$ cat config.mk
export PLATFORM = sky130hd
export DESIGN_NAME = cdb_arbiter_flat
export DESIGN_NICKNAME = d
export VERILOG_FILES = /design/src/rtl/cdb_arbiter_if.sv /design/src/rtl/cdb_arbiter.sv /design/src/flat_wrapper.sv
export SDC_FILE = /design/constraint.sdc
export NUM_CORES = 1
export LEC_CHECK = 0
export ABC_AREA = 1
export CAP_MARGIN = 5
export CORE_MARGIN = 10
export CORE_UTILIZATION = 30
export CTS_CLUSTER_DIAMETER = 30
export DETAILED_ROUTE_END_ITERATION = 7
export PLACE_DENSITY = 0.51
export SLEW_MARGIN = 20
export SYNTH_ARGS = -nofsm -noshare
export SYNTH_HDL_FRONTEND = slang
export SYNTH_SLANG_ARGS = --single-unit
$ cat constraint.sdc
create_clock -name clk -period 12.85 [get_ports clk]
set_input_delay 3.2125 -clock clk [delete_from_list [all_inputs] [get_ports clk]]
set_output_delay 3.2125 -clock clk [all_outputs]
set_load 0.01 [all_outputs]
$ cat src/rtl/cdb_arbiter_if.sv
// Result-channel / CDB bundle for cdb_arbiter.
//   master : execute/issue side. Drives flush, src_valid and src_payload.
//            Observes src_full and the CDB broadcast.
//   slave  : the arbiter.
// src_payload is flat. Channel i occupies [i*PAYLOAD_W +: PAYLOAD_W].
interface cdb_arbiter_if #(
  parameter int NUM_SRC   = 4,
  parameter int PAYLOAD_W = 82
);
  localparam int SRC_W = (NUM_SRC > 1) ? $clog2(NUM_SRC) : 1;

  logic                           flush;
  logic [NUM_SRC-1:0]             src_valid;
  logic [NUM_SRC*PAYLOAD_W-1:0]   src_payload;
  logic [NUM_SRC-1:0]             src_full;
  logic                           cdb_valid;
  logic [PAYLOAD_W-1:0]           cdb_payload;
  logic [SRC_W-1:0]               cdb_src;
  logic                           overflow;

  modport master (
    output flush, src_valid, src_payload,
    input  src_full, cdb_valid, cdb_payload, cdb_src, overflow
  );

  modport slave (
    input  flush, src_valid, src_payload,
    output src_full, cdb_valid, cdb_payload, cdb_src, overflow
  );
endinterface

$ cat src/rtl/cdb_arbiter.sv
// cdb_arbiter: buffers per-FU results in small FIFOs and serialises them onto
// a single registered common data bus.
//   clk, rst : clock, synchronous active-high reset
//   bus      : cdb_arbiter_if.slave
//              flush                   drop everything buffered / in flight
//              src_valid/src_payload   per-channel results
//              src_full                per-channel FIFO full
//              cdb_valid/payload/src   broadcast
//              overflow                sticky dropped-result flag
// The branch channel always wins. The others rotate from rr_ptr.

// Per-channel FIFO. A push at full is accepted when the head leaves in the
// same cycle. Otherwise it is reported on drop.
module cdb_fifo #(
  parameter int DEPTH = 2,
  parameter int W     = 82
) (
  input  logic         clk,
  input  logic         rst,
  input  logic         flush,
  input  logic         push,
  input  logic         pop,
  input  logic [W-1:0] din,
  output logic [W-1:0] head,
  output logic         empty,
  output logic         full,
  output logic         drop
);
  localparam int PTR_W = $clog2(DEPTH);
  localparam int CNT_W = PTR_W + 1;

  logic [DEPTH-1:0][W-1:0] mem;
  logic [PTR_W-1:0]        wr_ptr, rd_ptr;
  logic [CNT_W-1:0]        count;
  logic                    do_push, do_pop;

  assign empty   = (count == '0);
  assign full    = (count == CNT_W'(DEPTH));
  assign do_pop  = pop & ~empty & ~flush;
  assign do_push = push & ~flush & (~full | do_pop);
  assign drop    = push & ~flush & full & ~do_pop;
  assign head    = mem[rd_ptr];

  always_ff @(posedge clk) begin
    if (rst || flush) begin
      wr_ptr <= '0;
      rd_ptr <= '0;
      count  <= '0;
    end else begin
      if (do_push) wr_ptr <= wr_ptr + PTR_W'(1);
      if (do_pop)  rd_ptr <= rd_ptr + PTR_W'(1);
      count <= count + CNT_W'(do_push) - CNT_W'(do_pop);
    end
  end

  // Storage needs no reset. Occupancy is tracked by count alone.
  always_ff @(posedge clk) begin
    if (!rst && do_push) mem[wr_ptr] <= din;
  end
endmodule

module cdb_arbiter #(
  parameter int NUM_SRC   = 4,
  parameter int BR_IDX    = 3,
  parameter int BUF_DEPTH = 2,
  parameter int PAYLOAD_W = 82
) (
  input  logic          clk,
  input  logic          rst,
  cdb_arbiter_if.slave  bus
);
  localparam int SRC_W = (NUM_SRC > 1) ? $clog2(NUM_SRC) : 1;

  logic [NUM_SRC-1:0][PAYLOAD_W-1:0] head;
  logic [NUM_SRC-1:0]                empty, full, pop, drop;
  logic                              gnt_vld;
  logic [SRC_W-1:0]                  gnt_idx, rr_ptr, rr_next;
  logic                              cdb_vld_q, ovf_q;
  logic [PAYLOAD_W-1:0]              cdb_pl_q;
  logic [SRC_W-1:0]                  cdb_src_q;

  for (genvar g = 0; g < NUM_SRC; g++) begin : g_ch
    cdb_fifo #(.DEPTH(BUF_DEPTH), .W(PAYLOAD_W)) u_fifo (
      .clk   (clk),
      .rst   (rst),
      .flush (bus.flush),
      .push  (bus.src_valid[g]),
      .pop   (pop[g]),
      .din   (bus.src_payload[g*PAYLOAD_W +: PAYLOAD_W]),
      .head  (head[g]),
      .empty (empty[g]),
      .full  (full[g]),
      .drop  (drop[g])
    );
  end

  // Branch channel first. Otherwise take the first non-empty channel at or
  // after rr_ptr. The loop runs from the far end so the nearest match wins.
  always_comb begin
    gnt_vld = 1'b0;
    gnt_idx = '0;
    if (!empty[BR_IDX]) begin
      gnt_vld = 1'b1;
      gnt_idx = SRC_W'(BR_IDX);
    end else begin
      for (int k = NUM_SRC - 1; k >= 0; k--) begin
        if (!empty[(int'(rr_ptr) + k) % NUM_SRC]) begin
          gnt_vld = 1'b1;
          gnt_idx = SRC_W'((int'(rr_ptr) + k) % NUM_SRC);
        end
      end
    end
  end

  assign rr_next = (int'(gnt_idx) == NUM_SRC - 1) ? '0 : gnt_idx + SRC_W'(1);

  always_comb begin
    pop = '0;
    if (gnt_vld && !bus.flush) pop[gnt_idx] = 1'b1;
  end

  always_ff @(posedge clk) begin
    if (rst) begin
      rr_ptr    <= '0;
      cdb_vld_q <= 1'b0;
      cdb_pl_q  <= '0;
      cdb_src_q <= '0;
      ovf_q     <= 1'b0;
    end else begin
      if (|drop) ovf_q <= 1'b1;
      if (bus.flush) begin
        cdb_vld_q <= 1'b0;
      end else begin
        cdb_vld_q <= gnt_vld;
        if (gnt_vld) begin
          cdb_pl_q  <= head[gnt_idx];
          cdb_src_q <= gnt_idx;
          if (gnt_idx != SRC_W'(BR_IDX)) rr_ptr <= rr_next;
        end
      end
    end
  end

  // Hide the broadcast already in the output register during the flush cycle.
  assign bus.cdb_valid   = cdb_vld_q & ~bus.flush;
  assign bus.cdb_payload = cdb_pl_q;
  assign bus.cdb_src     = cdb_src_q;
  assign bus.overflow    = ovf_q;
  assign bus.src_full    = full;
endmodule

$ cat src/flat_wrapper.sv
// flat-port wrapper written by rule: the top's interface ports become plain ports
module cdb_arbiter_flat 
#(
  parameter int NUM_SRC   = 4,
  parameter int BR_IDX    = 3,
  parameter int BUF_DEPTH = 2,
  parameter int PAYLOAD_W = 82
)
  (clk, rst, bus_flush, bus_src_valid, bus_src_payload, bus_src_full, bus_cdb_valid, bus_cdb_payload, bus_cdb_src, bus_overflow);
  cdb_arbiter_if #(.NUM_SRC(NUM_SRC), .PAYLOAD_W(PAYLOAD_W)) bus_i ();
  input  logic clk;
  input  logic rst;
  input wire logic [$bits(bus_i.flush)-1:0] bus_flush;
  input wire logic [$bits(bus_i.src_valid)-1:0] bus_src_valid;
  input wire logic [$bits(bus_i.src_payload)-1:0] bus_src_payload;
  output wire logic [$bits(bus_i.src_full)-1:0] bus_src_full;
  output wire logic [$bits(bus_i.cdb_valid)-1:0] bus_cdb_valid;
  output wire logic [$bits(bus_i.cdb_payload)-1:0] bus_cdb_payload;
  output wire logic [$bits(bus_i.cdb_src)-1:0] bus_cdb_src;
  output wire logic [$bits(bus_i.overflow)-1:0] bus_overflow;
  assign bus_i.flush = bus_flush;
  assign bus_i.src_valid = bus_src_valid;
  assign bus_i.src_payload = bus_src_payload;
  assign bus_src_full = bus_i.src_full;
  assign bus_cdb_valid = bus_i.cdb_valid;
  assign bus_cdb_payload = bus_i.cdb_payload;
  assign bus_cdb_src = bus_i.cdb_src;
  assign bus_overflow = bus_i.overflow;
  cdb_arbiter #(.NUM_SRC(NUM_SRC), .BR_IDX(BR_IDX), .BUF_DEPTH(BUF_DEPTH), .PAYLOAD_W(PAYLOAD_W)) u_core (.clk(clk), .rst(rst), .bus(bus_i));
endmodule
congestion_map.png
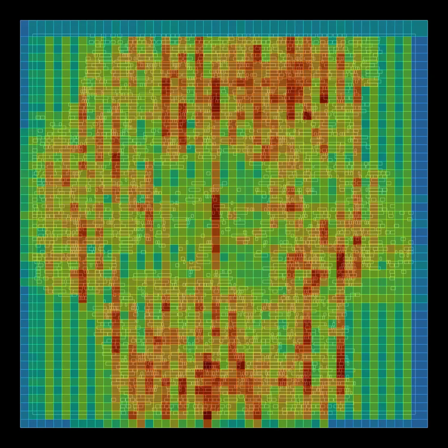
met2 Resource Use GR: 28.95%
GR peak layer: met2
Routed WL per cell: 23.14 um
Total GRT Usage: 17.20%

==> results.toml <==
# physical design summary
[outcome]
status = "completed"

[cts]
clkTransAtPathRegs_ps = 50
postCtsSetupBuffers = 0
ctsResizeCount = 0
clock_latency_ps = 740
cts-root-buf = "clkbuf_16"
clockBufferDepth = 3
cts_buffers = 157
hold_buffers = 0
clock_sinks = 760
cts_tree = "yes"
cts-htree-levels = 4

[logic_synthesis]
simple_gate_share_pct = 14.40
ff_type = "edfxtp_1"
synthXorXnorAreaFrac_pct = 0.1694
aoi_share_pct = 2.281
netlist_area_um2 = 30280
ys_types = 32
syn_inst = 2423
yosysWarnings = 0
synth_area_per_cell_um2 = 12.50
ys_sh_adder_pct = 0.4959
yosys_cells = 2423
edf_count = 656
yosysChipArea_um2 = 30280
synth_top_cell_by_area = "edfxtp_1"
numSynthFlops = 760
most_common_cell = "edfxtp_1"
synthMuxAreaShare_pct = 7.604
top_cells_by_count = "656 x edfxtp_1, 521 x nand2_1, 278 x nand3_1"
netlist_logic_family_top = "simple AND/OR/NAND/NOR gates"
synth_seq_share_pct = 71.94
postSynth.asyncResetShare_pct = 0
area_leaders = "edfxtp_1 65%, mux2i_1 7.6%, dfxtp_1 6.9%"
fp_nets = 2770
top_cell_area_share_pct = 65.06

[floorplan]
tapCellCount = 1298
ioPinCount = 425
die_area_um2 = 114000
rows = 116
fp_util_pct = 30.23
core_area_um2 = 100100

[finish]
buf_share_pct = 10.82
buffers = 454
final_nets = 3244
design.seq.count = 760
lay_top_count = "edfxtp_1"
nMultiInputCombCells = 1438
inverters = 86
seqAreaFraction_pct = 52.79
largestClassByArea = "sequential cells"
final-clk-cell-share_pct = 13.12
layout.cells.non_filler = 4343
antenna_cells = 12
clkbuf_count = 186
utilization_pct = 41.23
n_fill_cell = 9308
postLayoutCellArea_um2 = 41290
final-comb-area_um2 = 7630
comb-cell-share_pct = 18.48
top_register = "u_core.g_ch.u_fifo.mem"
largest_reg_flops = 656
drive_gt1_share_pct = 10.75
regArea_um2 = 21800
lay_top_cells = "656 x edfxtp_1, 519 x nand2_1, 423 x clkdlybuf4s50_1"
syn_to_final_growth_pct = 36.38

[power]
clock_power_share_pct = 46.6
p_comb_share_pct = 19.8
power_frac_seq_pct = 33.6
power_density_nw_per_um2 = 209.8
leakagePower_nw = 14.70
netSwitchingFraction_pct = 30.04
p_clk_w = 0.00403
peakVddDrop_v = 0.0001169
finalPower_w = 0.008664
p_comb_w = 0.00172
top_power_group = "clock"
p_int_w = 0.006062
p_sw_w = 0.002602
powerSeq_w = 0.00291

[place]
placed_area_um2 = 35840
dp_hpwl_um = 66150
gp_congestion = 0.8110
dpl.cell_count = 4036
preCtsSetupSlack_ps = 5024

[routing]
final_antenna_net_count = 0
drc_errors = 0
vias_per_cell = 4.697
vias = 20400
firstDrtPassIters = 6
drt_wl_total_um = 100500
drt_iter0_markers = 1571

[final_timing]
tightest_slew_ps = 1111
period_used_pct = 59.74
setup_tns_ps = 0
finClkSkew_ps = 34.38
slew_headroom_pct = 25.95
finalCriticalPeriod_ps = 7677
fmax_ghz = 0.1303
rsz0062_at_grt = "no"
holdWs_ps = 538.1
setup_violations = 0
hold_viol = 0
slew_viol_final = 0
final.setup.worst_slack_ps = 5173

[grt]
grt_pass1_vias = 21310
grt-ovfl-total = 0
antenna_found_initial = 22
grt_max_degree = 87
grt_pass1_wl_um = 142000

[setup_path]
crit_path_cell_trace = "clkdlybuf4s50_1, nor2_1, clkdlybuf4s50_1"
cpLargestDelayFamily = "buffers and inverters"
worstSetupPathType = "input port to primary output"
start_kind = "input port"
endpoint_kind = "primary output"
path_buffers = 2
cp_data_required_time_ps = 9640
critical-path-max-stage-delay_ps = 560
worst_path_max_delay_cell = "clkdlybuf4s50_1"
worstPathArrival_ps = 4460
cp_max_fo = 7
path_common_cell = "clkdlybuf4s50_1"

[run]
max-cap-violations = 0
warnings = 29

[min_path]
hp-class = "flop to flop"
pinout.png
Drawn at 1.5 px/um. Pins as bars across the die edge, other pins in gray.
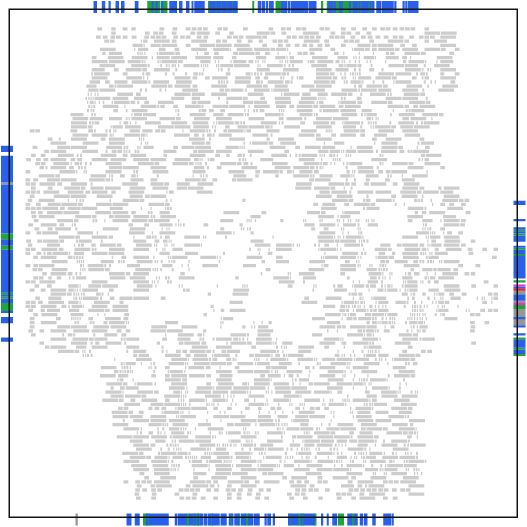
color	port	pins	direction	edge
blue	bus_src_payload	328	input	116 north, 104 south, 73 west, 35 east
magenta	bus_cdb_src	2	output	east
green	bus_cdb_payload	82	output	37 north, 24 south, 11 west, 10 east
red	bus_cdb_valid	1	output	east
all pins by edge	153 north, 129 south, 85 west, 58 east
die width: 337.7 um
Port Buf Inserts: 424
die height: 337.7 um

## final timing paths
| path | start | end | slack [ps] | depth (start not counted) |
|---|---|---|---|---|
| max | bus_flush | bus_cdb_valid | 5170 | 3 |
| min | u_core.g_ch[2].u_fifo.wr_ptr | u_core.g_ch[2].u_fifo.wr_ptr | 540 | 2 |
| max reg2reg | u_core.rr_ptr[0] | u_core.g_ch[0].u_fifo.mem[133] | 6690 | 15 |
| min reg2reg | u_core.g_ch[2].u_fifo.wr_ptr | u_core.g_ch[2].u_fifo.wr_ptr | 540 | 2 |
## metal layers
layer  share of wire (%)  global-route usage (%)  vias up  routed length, um
li1                    -                       -     9548                  -
met1                  41                   20.78    10010              40980
met2                  50                   28.95      647              50070
met3                 6.6                   4.711      176               6585
met4                 2.7                   6.647       16               2715
met5                0.14                       0        -                137
